**Run 1: a small window of the routed layout**

Region (27, 27) to (47, 47) µm. Cells in gray, sequential cells in the stronger gray; small squares are vias.
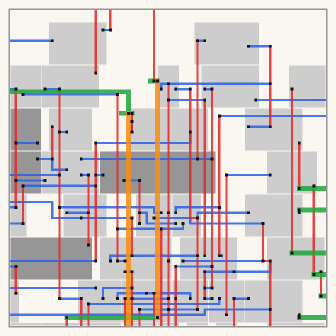
**Run 1: pin map**

Bar = 10 µm. Pins as bars across the die edge, other pins in gray.
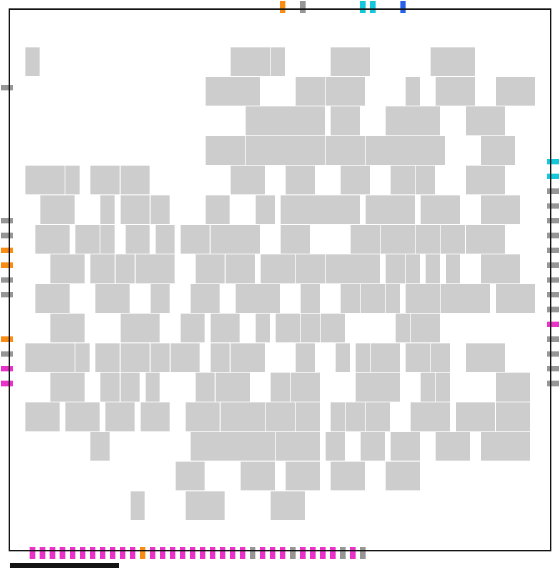
**Run 1: placement view**

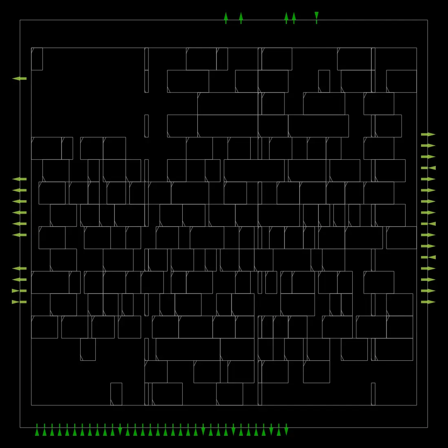
### config.mk
export PLATFORM = sky130hd
export DESIGN_NAME = control_sequencer
export DESIGN_NICKNAME = d
export VERILOG_FILES = /design/src/rtl/control_sequencer.sv
export SDC_FILE = /design/constraint.sdc
export NUM_CORES = 1
export LEC_CHECK = 0
export CORE_UTILIZATION = 30
export CTS_BUF_LIST = sky130_fd_sc_hd__clkbuf_8 sky130_fd_sc_hd__clkbuf_16
export DETAILED_ROUTE_END_ITERATION = 16
export PLACE_DENSITY = 0.83
export SLEW_MARGIN = 20
export SYNTH_ARGS = -nofsm -noshare
export SYNTH_HDL_FRONTEND = slang
export SYNTH_SLANG_ARGS = --single-unit
export TNS_END_PERCENT = 1
### constraint.sdc
create_clock -name clk -period 2.3 [get_ports clk]
set_input_delay 0.345 -clock clk [delete_from_list [all_inputs] [get_ports clk]]
set_output_delay 0.345 -clock clk [all_outputs]
set_load 0.01 [all_outputs]
### src/rtl/control_sequencer.sv
// Hardwired control unit: shared three-step fetch, then opcode-dependent execute steps T3-T7
// that drive every datapath enable, bus select and ALU opcode.
module control_sequencer #(
  parameter logic [4:0] ALU_ADD = 5'b00011,
  parameter logic [4:0] ALU_SUB = 5'b00100,
  parameter logic [4:0] ALU_AND = 5'b00101,
  parameter logic [4:0] ALU_OR  = 5'b00110
) (
  input  logic        clk,
  input  logic        reset,
  input  logic        enable,
  input  logic [31:0] IR_Data,
  output logic        PC_enable,
  output logic        PC_increment_enable,
  output logic        IR_enable,
  output logic        Y_enable,
  output logic        Z_enable,
  output logic        MAR_enable,
  output logic        MDR_enable,
  output logic        r_enable,
  output logic        read,
  output logic        write,
  output logic        Gra,
  output logic        Grb,
  output logic        Grc,
  output logic        ba_select,
  output logic        r_select,
  output logic        c_select,
  output logic        PC_select,
  output logic        Z_LO_select,
  output logic        MDR_select,
  output logic [4:0]  alu_instruction,
  output logic [3:0]  state,
  output logic        instr_done,
  output logic        illegal_op,
  output logic        halted
);

  typedef enum logic [3:0] {
    StT0   = 4'd0,
    StT1   = 4'd1,
    StT2   = 4'd2,
    StT3   = 4'd3,
    StT4   = 4'd4,
    StT5   = 4'd5,
    StT6   = 4'd6,
    StT7   = 4'd7,
    StHalt = 4'd8
  } state_e;

  localparam logic [4:0] OpLd   = 5'b00000;
  localparam logic [4:0] OpLdi  = 5'b00001;
  localparam logic [4:0] OpSt   = 5'b00010;
  localparam logic [4:0] OpAdd  = 5'b00011;
  localparam logic [4:0] OpSub  = 5'b00100;
  localparam logic [4:0] OpAnd  = 5'b00101;
  localparam logic [4:0] OpOr   = 5'b00110;
  localparam logic [4:0] OpAddi = 5'b01100;
  localparam logic [4:0] OpAndi = 5'b01101;
  localparam logic [4:0] OpOri  = 5'b01110;
  localparam logic [4:0] OpNop  = 5'b11010;
  localparam logic [4:0] OpHalt = 5'b11011;

  state_e     state_q;
  logic [4:0] opcode;
  logic       unused_ir;

  assign opcode    = IR_Data[31:27];
  assign unused_ir = ^IR_Data[26:0];
  assign state     = state_q;

  // Instruction classes
  logic is_ld, is_ldi, is_st, is_reg_alu, is_imm_alu, is_nop, is_halt;
  logic is_mem, is_long;
  logic [4:0] imm_alu_code;

  always_comb begin
    is_ld        = 1'b0;
    is_ldi       = 1'b0;
    is_st        = 1'b0;
    is_reg_alu   = 1'b0;
    is_imm_alu   = 1'b0;
    is_nop       = 1'b0;
    is_halt      = 1'b0;
    imm_alu_code = ALU_ADD;
    case (opcode)
      OpLd:   is_ld = 1'b1;
      OpLdi:  is_ldi = 1'b1;
      OpSt:   is_st = 1'b1;
      OpAdd, OpSub, OpAnd, OpOr: is_reg_alu = 1'b1;
      OpAddi: is_imm_alu = 1'b1;
      OpAndi: begin
        is_imm_alu   = 1'b1;
        imm_alu_code = ALU_AND;
      end
      OpOri: begin
        is_imm_alu   = 1'b1;
        imm_alu_code = ALU_OR;
      end
      OpNop:  is_nop = 1'b1;
      OpHalt: is_halt = 1'b1;
      default: ;
    endcase
  end

  assign is_mem  = is_ld | is_ldi | is_st;
  assign is_long = is_ld | is_st;

  always_ff @(posedge clk) begin
    if (reset) begin
      state_q <= StT0;
    end else begin
      unique case (state_q)
        StT0: state_q <= enable ? StT1 : StT0;
        StT1: state_q <= StT2;
        StT2: state_q <= StT3;
        StT3: begin
          if (is_mem || is_reg_alu || is_imm_alu) state_q <= StT4;
          else if (is_halt)                       state_q <= StHalt;
          else                                    state_q <= StT0;
        end
        StT4: state_q <= StT5;
        StT5: state_q <= is_long ? StT6 : StT0;
        StT6: state_q <= StT7;
        StT7: state_q <= StT0;
        StHalt: state_q <= StHalt;
        default: state_q <= StT0;
      endcase
    end
  end

  always_comb begin
    PC_enable           = 1'b0;
    PC_increment_enable = 1'b0;
    IR_enable           = 1'b0;
    Y_enable            = 1'b0;
    Z_enable            = 1'b0;
    MAR_enable          = 1'b0;
    MDR_enable          = 1'b0;
    r_enable            = 1'b0;
    read                = 1'b0;
    write               = 1'b0;
    Gra                 = 1'b0;
    Grb                 = 1'b0;
    Grc                 = 1'b0;
    ba_select           = 1'b0;
    r_select            = 1'b0;
    c_select            = 1'b0;
    PC_select           = 1'b0;
    Z_LO_select         = 1'b0;
    MDR_select          = 1'b0;
    alu_instruction     = 5'd0;
    instr_done          = 1'b0;
    illegal_op          = 1'b0;
    halted              = 1'b0;
    unique case (state_q)
      StT0: begin
        // Fetch starts only when enabled and not being reset this cycle
        if (enable && !reset) begin
          PC_select  = 1'b1;
          MAR_enable = 1'b1;
        end
      end
      StT1: begin
        PC_increment_enable = 1'b1;
        read                = 1'b1;
        MDR_enable          = 1'b1;
      end
      StT2: begin
        MDR_select = 1'b1;
        IR_enable  = 1'b1;
      end
      StT3: begin
        if (is_mem) begin
          Grb       = 1'b1;
          ba_select = 1'b1;
          Y_enable  = 1'b1;
        end else if (is_reg_alu) begin
          Grb      = 1'b1;
          r_select = 1'b1;
          Y_enable = 1'b1;
        end else if (is_imm_alu) begin
          c_select = 1'b1;
          Y_enable = 1'b1;
        end else begin
          instr_done = 1'b1;
          illegal_op = !(is_nop || is_halt);
        end
      end
      StT4: begin
        Z_enable = 1'b1;
        if (is_mem) begin
          c_select        = 1'b1;
          alu_instruction = ALU_ADD;
        end else if (is_reg_alu) begin
          Grc             = 1'b1;
          r_select        = 1'b1;
          alu_instruction = opcode;
        end else begin
          Grb             = 1'b1;
          r_select        = 1'b1;
          alu_instruction = imm_alu_code;
        end
      end
      StT5: begin
        Z_LO_select = 1'b1;
        if (is_long) begin
          MAR_enable = 1'b1;
        end else begin
          Gra        = 1'b1;
          r_enable   = 1'b1;
          instr_done = 1'b1;
        end
      end
      StT6: begin
        MDR_enable = 1'b1;
        if (is_st) begin
          Gra      = 1'b1;
          r_select = 1'b1;
        end else begin
          read = 1'b1;
        end
      end
      StT7: begin
        instr_done = 1'b1;
        if (is_st) begin
          write = 1'b1;
        end else begin
          MDR_select = 1'b1;
          Gra        = 1'b1;
          r_enable   = 1'b1;
        end
      end
      StHalt: halted = 1'b1;
      default: ;
    endcase
  end

endmodule

==> Table 3: Implementation characteristics, run 1 <==
Physical implementation characteristics

Parameter                              Value

Run status
  Run status .................. complete, no violations

Hold path
  Endpoint, Worst Hold .................. state[0]
  Depth of the worst hold-timing path .................. 2
  Tightest Hold Check Type .................. register to register
  Hold path startpoint .................. state[3]

Final layout
  Layout Area Growth over Synthesis .................. 75.2%
  Number of non-clock inverters .................. 4
  Final Instance Area .................. 1190 µm²
  Number of nets in the final layout .................. 183
  Sequential cell area .................. 80.1 µm²
  Cell class ranked first by area .................. logic gates
  Ant diodes .................. 0
  Clock buf count .................. 3
  Fraction of final layout cells with drive strength greater than 1 .................. 18.5%

Synthesis
  Yosys synthesis warning count .................. 0
  Leading register cell type out of synthesis .................. sky130_fd_sc_hd__dfxtp_1
  Async SR Flop Fraction .................. 0%
  Synthesized area per cell .................. 6.67 µm²
  Synth area leaders .................. sky130_fd_sc_hd__dfxtp_1 (12%), sky130_fd_sc_hd__nor3_1 (6.6%), sky130_fd_sc_hd__nor2b_1 (5.5%)
  Syn Std Cell Area .................. 681 µm²
  Post-synth tally of flip-flops with integrated enable .................. 0
  Tally of unique sky130hd cells used after synthesis .................. 42
  Cell count after synthesis .................. 102

Place
  Post-detailed-placement half-perimeter wirelength .................. 1600 µm
  Setup slack at placement .................. -0.252 ns

Critical path
  Cell type of the slowest stage on the worst timing path .................. sky130_fd_sc_hd__or4_1
  Type of destination of the critical path .................. output pin
  Worst reg2reg setup slack .................. 0.70 ns
  Reg-to-reg critical path endpoint .................. state[2]
  Source of the critical timing path .................. IR_Data[31]

Final timing
  Post-layout minimum cycle time .................. 2.23 ns
  Final worst-path setup slack .................. 0.0716 ns
  Max Clock Freq .................. 449 MHz
  RSZ-0062 raised after global routing .................. false
  Fin. max-slew vios .................. 0
  Hold_ws .................. 0.612 ns
  Final-report setup violation count .................. 0

Run
  Number of logged tool warnings .................. 54

CTS
  TritonCTS clock tree .................. yes
  Gates resized, CTS repair .................. 21
  CTS Sinks .................. 4
  Clock Tree Buf Depth .................. 2
  Clk Tree Root Cell .................. sky130_fd_sc_hd__clkbuf_8

Routing
  DR iter-0 viols .................. 13
  Iteration tally of the first detailed-router pass .................. 4
  Wirelength, routed .................. 2160 µm
  Residual antenna-violating net count after detailed routing .................. 0
  Overall via count from detail_route .................. 908
  Routed wire length per instance .................. 12.5 µm
  Detailed-route DRC error count .................. 0

Floorplanning
  # Taps .................. 27
  Pre-placement core utilization .................. 33.3%
  Area of the die .................. 2460 µm²
  Top-Level Pins .................. 66

Power
  Flop+latch power .................. 75.3 µW
  Total Power Consumption .................. 374 µW
  Portion of total power attributed to sequential cells .................. 20.1%
  Largest voltage drop on the vdd net .................. 0.236 mV

Global route
  Number of antenna violations at the first check in global routing .................. 0
  Total grt overflow .................. 0
  First-pass GRT wire length .................. 3510 µm
-- 'a small window of the routed layout' (at the start) --
Key: M2 = red; M1 = blue; M3 = green; M4 = orange
Netlist names of flops here include `state` (2). Sequential cells in the window: 2. Most frequent: clkdlybuf4s50_1 (8), buf_4 (3), dfxtp_1 (2). 26 logic cells have their middle in the window.

-- 'pin map' (at the start) --
Key: `alu_instruction` = orange [pins 5, direction output, edge 3 left, 1 bottom, 1 top]; `state` = cyan [pins 4, direction output, edge 2 right, 2 top]; `clk` = blue [pins 1, direction input, edge top]; `IR_Data` = magenta [pins 32, direction input, edge 29 bottom, 2 left, 1 right]
Die X: 49.6 µm
total of buffers placed on input and output ports: 35
die height: 49.6 µm

-- 'placement view' (at the start) --
Finished Core Util: 58.4%
Core Area: 2040 µm²
number of fill cells: 222

-- run 1: cell usage in the layout (no fill, tap or decap), types with 2 or more instances in the layout --
cell type / Yosys / final
sky130_fd_sc_hd__conb_1: 1 / 3
sky130_fd_sc_hd__nor2b_1: 6 / 5
sky130_fd_sc_hd__buf_4: 3 / 15
sky130_fd_sc_hd__nand3_1: 2 / 2
sky130_fd_sc_hd__nand2_1: 5 / 5
sky130_fd_sc_hd__clkdlybuf4s50_1: 0 / 15
sky130_fd_sc_hd__o21ai_0: 3 / 2
sky130_fd_sc_hd__dlygate4sd2_1: 0 / 17
sky130_fd_sc_hd__and3b_1: 2 / 2
sky130_fd_sc_hd__a31oi_1: 2 / 2
sky130_fd_sc_hd__a21oi_1: 7 / 7
sky130_fd_sc_hd__inv_1: 4 / 4
sky130_fd_sc_hd__nand2b_1: 4 / 4
sky130_fd_sc_hd__a211oi_1: 2 / 2
sky130_fd_sc_hd__clkbuf_8: 0 / 3
sky130_fd_sc_hd__buf_6: 1 / 3
sky130_fd_sc_hd__dfxtp_1: 4 / 4
sky130_fd_sc_hd__a311oi_1: 2 / 2
sky130_fd_sc_hd__dlymetal6s2s_1: 0 / 3
sky130_fd_sc_hd__mux2i_1: 2 / 2
sky130_fd_sc_hd__a21boi_1: 1 / 2
sky130_fd_sc_hd__nor2_1: 8 / 8
sky130_fd_sc_hd__and4b_1: 2 / 2
sky130_fd_sc_hd__nor3_1: 9 / 9
sky130_fd_sc_hd__nand3b_1: 2 / 2
-- run 1: worst max-delay path, delay by kind of cell --
kind          cells  cell delay [ns]
buf+inv           4             0.99
simple gates      1             0.54
-- run 1: metal layers --
layer	wire length, µm	track usage, %
met1	963	21.9
met2	1040	31.3
met4	29	8.57
met3	130	3.70
met5	0	0
**Run 1: placement density heat map**

10 x 10 tiles, from white (low) to dark blue (high), 0 to 100% covered.
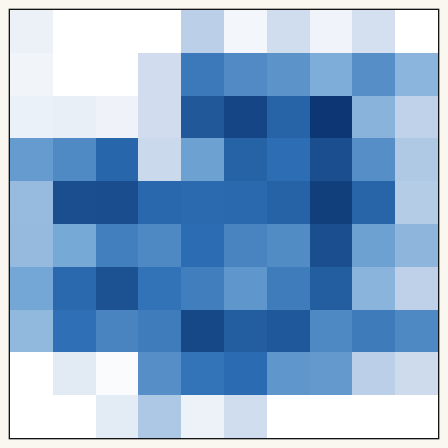

==> run 2, diff against run 1 <==
- GPL_TIMING_DRIVEN: default -> 0
- SLEW_MARGIN: 20 -> 10
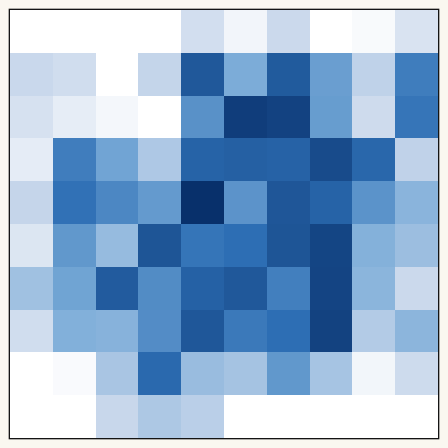
**Above:** run 2 (placement density heat map).
10 x 10 tiles, from white (low) to dark blue (high), 0 to 100% covered.
The emptiest ninth of the die: upper left. The densest ninth of the die: center. The fullest tile reaches 100%. 22% of the tiles are over 75% full. The mean over all tiles is 44%.
Finished Core Util: 54.7%
pre-placement core utilization: 33.3%

==> Table 3: Implementation characteristics, run 2 <==
Physical implementation characteristics

Parameter                              Value

Run status
  Run status .................. complete, no violations

Global route
  Number of antenna violations at the first check in global routing .................. 0 (unchanged)
  Total grt overflow .................. 0 (unchanged)
  Met3 Use GR .................. 5.86% (+2.2 points)
  Met2 GRT Util .................. 27.9% (-3.4 points)
  Gr busiest metal .................. met2
  First-pass GRT wire length .................. 3360 µm (-4.1%)

Floorplanning
  Area of the die .................. 2460 µm² (unchanged)
  Die height .................. 49.6 µm (unchanged)
  Core Area .................. 2040 µm² (unchanged)
  Top-Level Pins .................. 66 (unchanged)

Synthesis
  Leading register cell type out of synthesis .................. sky130_fd_sc_hd__dfxtp_1
  Async SR Flop Fraction .................. 0% (unchanged)
  Yosys synthesis warning count .................. 0 (unchanged)
  Cell count after synthesis .................. 102 (unchanged)
  Synth area leaders .................. sky130_fd_sc_hd__dfxtp_1 (12%), sky130_fd_sc_hd__nor3_1 (6.6%), sky130_fd_sc_hd__nor2b_1 (5.5%)
  Syn Std Cell Area .................. 681 µm² (unchanged)
  Tally of unique sky130hd cells used after synthesis .................. 42 (unchanged)
  Synthesized area per cell .................. 6.67 µm² (unchanged)

Routing
  DR iter-0 viols .................. 20 (+7)
  Residual antenna-violating net count after detailed routing .................. 0 (unchanged)
  Detailed-route DRC error count .................. 0 (unchanged)
  Top layer in use .................. met4
  Detail Route met2 WL .................. 997 µm (-4.0%)
  Routed wire length per instance .................. 12.8 µm (+2.3%)
  Metal3 WL .................. 155 µm (+19%)
  Wirelength, routed .................. 2150 µm (-0.69%)
  Overall via count from detail_route .................. 895 (-1.4%)

Final layout
  Fraction of final layout cells with drive strength greater than 1 .................. 17.0% (-1.5 points)
  Layout Area Growth over Synthesis .................. 64.2%
  Top Layout Cells .................. sky130_fd_sc_hd__dlygate4sd2_1 (14), sky130_fd_sc_hd__clkdlybuf4s50_1 (14), sky130_fd_sc_hd__nor3_1 (9)
  Number of nets in the final layout .................. 178 (-2.7%)
  Number of fill cells .................. 221 (-0.45%)

Critical path
  Cell family with most CP delay .................. simple AND/OR/NAND/NOR gates
  Cell type of the slowest stage on the worst timing path .................. sky130_fd_sc_hd__or4b_1
  Cell depth of the worst setup path .................. 6 (+1)

Place
  Total of buffers placed on input and output ports .................. 33 (-5.7%)
  Post-detailed-placement half-perimeter wirelength .................. 1570 µm (-1.9%)

CTS
  TritonCTS clock tree .................. yes
  CTS Sinks .................. 4 (unchanged)
  Clock Tree Buf Depth .................. 2 (unchanged)
  Gates resized, CTS repair .................. 26 (+24%)

Power
  Portion of total power attributed to sequential cells .................. 21.5% (+1.4 points)
  Total Power Consumption .................. 365 µW (-2.5%)
  Leakage power summed over all cells .................. 0.539 nW
  Largest voltage drop on the vdd net .................. 0.364 mV (+55%)

Final timing
  Final-report setup violation count .................. 0 (unchanged)
  Fin. max-slew vios .................. 0 (unchanged)
  Post-layout minimum cycle time .................. 2.29 ns (+0.0608 ns)
  Max Clock Freq .................. 437 MHz (-2.7%)
  RSZ-0062 raised after global routing .................. true

Hold path
  Depth of the worst hold-timing path .................. 3 (+1)
  Tightest Hold Check Type .................. input pin to register

Run
  Number of logged tool warnings .................. 55 (+1.9%)
==> run 2: cell counts after synthesis <==
Identical to the previous run, type by type.
==> run 2: through the flow <==
step	TNS (ns)	instance area, µm²	hold WS, ns	setup WS (ns)
after CTS	-0.172	1090	0.641	-0.107
after floorplan	0	688	0.417	0.315
after detailed placement	-3.14	1050	0.751	-0.406
after global placement	-2.74	1050	0.740	-0.378
after global routing	-0.0804	1120	0.672	-0.0487
final	0	1120	0.646	0.0108
==> run 2: worst reg2reg max path, cell delays in order (launching register included) <==
cell,delay (ns)
sky130_fd_sc_hd__dfxtp_1,0.35
sky130_fd_sc_hd__nand4bb_1,0.32
sky130_fd_sc_hd__or4_1,0.61
sky130_fd_sc_hd__a311oi_1,0.30
==> run 2: kinds of logic (layout without fill, tap and decap cells) <==
kind of cell / after synthesis / in the layout
compound gates: 24 / 24
buf+inv: 18 / 55
flops: 4 / 4
mux: 2 / 2
other cells: 1 / 3
simple gates: 53 / 53
==> run 2: final timing paths <==
check | startpoint | end | slack [ns]
hold reg to reg | state[1] | state[1] | 0.78
setup / recovery | state[0] | c_select | 0.01
hold / removal | IR_Data[27] | state[3] | 0.65
setup reg to reg | state[2] | state[2] | 0.62
==> run 2: layout make-up <==
cell class                 count  area [µm²]  area share [%]
tap                           27        33.8            3.02
multi-input combinational     82         541            48.4
sequential                     4        81.3            7.28
clock buffer                   3        41.3            3.70
timing repair buffer          34         318            28.4
buffer                        14        87.6            7.84
inverter                       4        15.0            1.34
==> run 2: power groups by stage <==
stage / logic, mW / registers [mW] / clock network [mW]
after floorplan: 0.0797 / 0.0792 / 0
after global placement: 0.135 / 0.0785 / 0
after detailed placement: 0.138 / 0.0789 / 0
after CTS: 0.137 / 0.0780 / 0.150
after global routing: 0.152 / 0.0789 / 0.159
final: 0.141 / 0.0785 / 0.145
**Run 2: cells by drive strength**

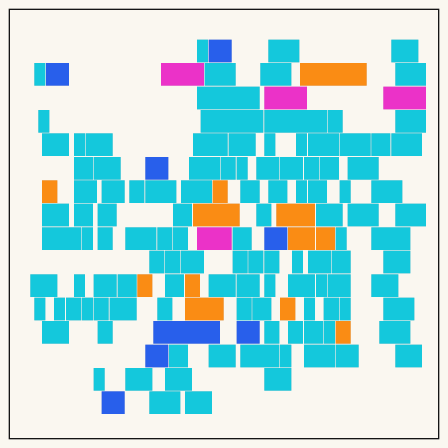

==> run 3, diff against run 2 <==
- GPL_TIMING_DRIVEN: 0 -> default
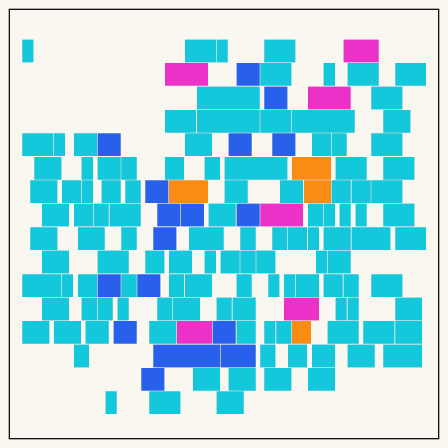
**Above:** run 3 (cells by drive strength).
Key: x6 and larger = magenta [cells 6, share 4.1%]; x3 and x4 = blue [cells 17, share 12%]; x2 = orange [cells 4, share 2.7%]; x1 and smaller = cyan [cells 119, share 82%]
Final Instance Area: 1190 µm²
final worst-path setup slack: 0.0716 ns
buffers outside the clock class: 53
Layout Area Growth over Synthesis: 75.2%

==> Table 3: Implementation characteristics, run 3 <==
Physical implementation characteristics

Parameter                              Value

Synthesis
  Async SR Flop Fraction .................. 0% (unchanged)
  Syn Std Cell Area .................. 681 µm² (unchanged)
  Leading register cell type out of synthesis .................. sky130_fd_sc_hd__dfxtp_1
  Synthesized area per cell .................. 6.67 µm² (unchanged)
  Tally of unique sky130hd cells used after synthesis .................. 42 (unchanged)

Routing
  Residual antenna-violating net count after detailed routing .................. 0 (unchanged)
  DR iter-0 viols .................. 13 (-35%)
  Detailed-route DRC error count .................. 0 (unchanged)

Critical path
  Cell family with most CP delay .................. buffers and inverters
  Worst reg2reg setup slack .................. 0.70 ns (+0.08 ns)
  Reg-to-reg critical path endpoint .................. state[2]
  Cell type of the slowest stage on the worst timing path .................. sky130_fd_sc_hd__or4_1
  Source of the critical timing path .................. IR_Data[31]

CTS
  Clock Tree Buf Depth .................. 2 (unchanged)
  CTS Sinks .................. 4 (unchanged)

Floorplanning
  Pre-placement core utilization .................. 33.3% (unchanged)
  Top-Level Pins .................. 66 (unchanged)
  Die height .................. 49.6 µm (unchanged)

Hold path
  Depth of the worst hold-timing path .................. 2 (-1)
  Hold path startpoint .................. state[3]

Final timing
  Final-report setup violation count .................. 0 (unchanged)
  Hold_ws .................. 0.612 ns (-0.0336 ns)
  RSZ-0062 raised after global routing .................. false
  Max Clock Freq .................. 449 MHz (+2.7%)
  Final total negative setup slack .................. 0 ns (unchanged)

Global route
  Gr busiest metal .................. met2
  Total grt overflow .................. 0 (unchanged)
  Met2 GRT Util .................. 31.3% (+3.4 points)

Place
  Post-detailed-placement half-perimeter wirelength .................. 1600 µm (+2.0%)
  Total of buffers placed on input and output ports .................. 35 (+6.1%)
  Setup slack at placement .................. -0.252 ns (+0.154 ns)
  Cell Area, Placed .................. 1130 µm² (+7.8%)

Run
  Number of logged tool warnings .................. 54 (-1.8%)

Final layout
  Top Layout Cells .................. sky130_fd_sc_hd__dlygate4sd2_1 (17), sky130_fd_sc_hd__clkdlybuf4s50_1 (15), sky130_fd_sc_hd__buf_4 (15)
  Fraction of final layout cells with drive strength greater than 1 .................. 18.5% (+1.5 points)
  Finished Core Util .................. 58.4% (+3.7 points)
  Number of nets in the final layout .................. 183 (+2.8%)

Run status
  Run status .................. complete, no violations

Power
  Total Power Consumption .................. 374 µW (+2.6%)
  Leakage power summed over all cells .................. 0.581 nW (+7.8%)
==> run 3: worst max-delay path by stage <==
stage / end / slack [ns] / cells after the start
floorplan: c_select / 0.32 / 5
global placement: Y_enable / -0.22 / 6
detailed placement: Y_enable / -0.25 / 6
CTS: MDR_select / -0.13 / 6
global route: Y_enable / 0.01 / 5
finish: Y_enable / 0.07 / 5
==> run 3: power breakdown <==
part / internal, mW / leakage (nW) / total, mW / switching, mW
clock: 0.111 / 0.0216 / 0.146 / 0.0350
sequential: 0.0734 / 0.0327 / 0.0753 / 0.00188
combinational: 0.0770 / 0.526 / 0.153 / 0.0756
==> run 3: cells by family (layout without fill, tap and decap cells) <==
group | count (synthesis) | count (layout) | share of synthesized area, %
and+or+nand+nor | 53 | 53 | 48.9
AOI/OAI and AO/OA | 24 | 24 | 23.0
buffers and inverters | 18 | 60 | 12.9
DFF | 4 | 4 | 11.8
muxes | 2 | 2 | 2.94
other | 1 | 3 | 0.551
==> run 3: layer usage <==
| metal | wire length (µm) | share of wire (%) |
|---|---|---|
| met1 | 963 | 45 |
| met2 | 1040 | 48 |
| met3 | 130 | 6.0 |
| met4 | 29 | 1.3 |
| met5 | 0 | 0 |
==> run 3: final cells by class <==
| cell class | count | area [µm²] |
|---|---|---|
| fillers | 222 | 850 |
| flip-flops and latches | 4 | 80.1 |
| multi-input cells | 82 | 539 |
| clock buffers | 3 | 41.3 |
| inverters | 4 | 15.0 |
| repair buffers | 53 | 483 |
| well taps | 27 | 33.8 |
==> run 3: worst register-to-register path: cells and delay by family (launching register included) <==
kind	cells	cell delay (ns)
AOI/OAI and AO/OA	1	0.30
and+or+nand+nor	2	0.74
buffers and inverters	1	0.17
DFF	1	0.29
Power is estimated from default activity; no workload was simulated.
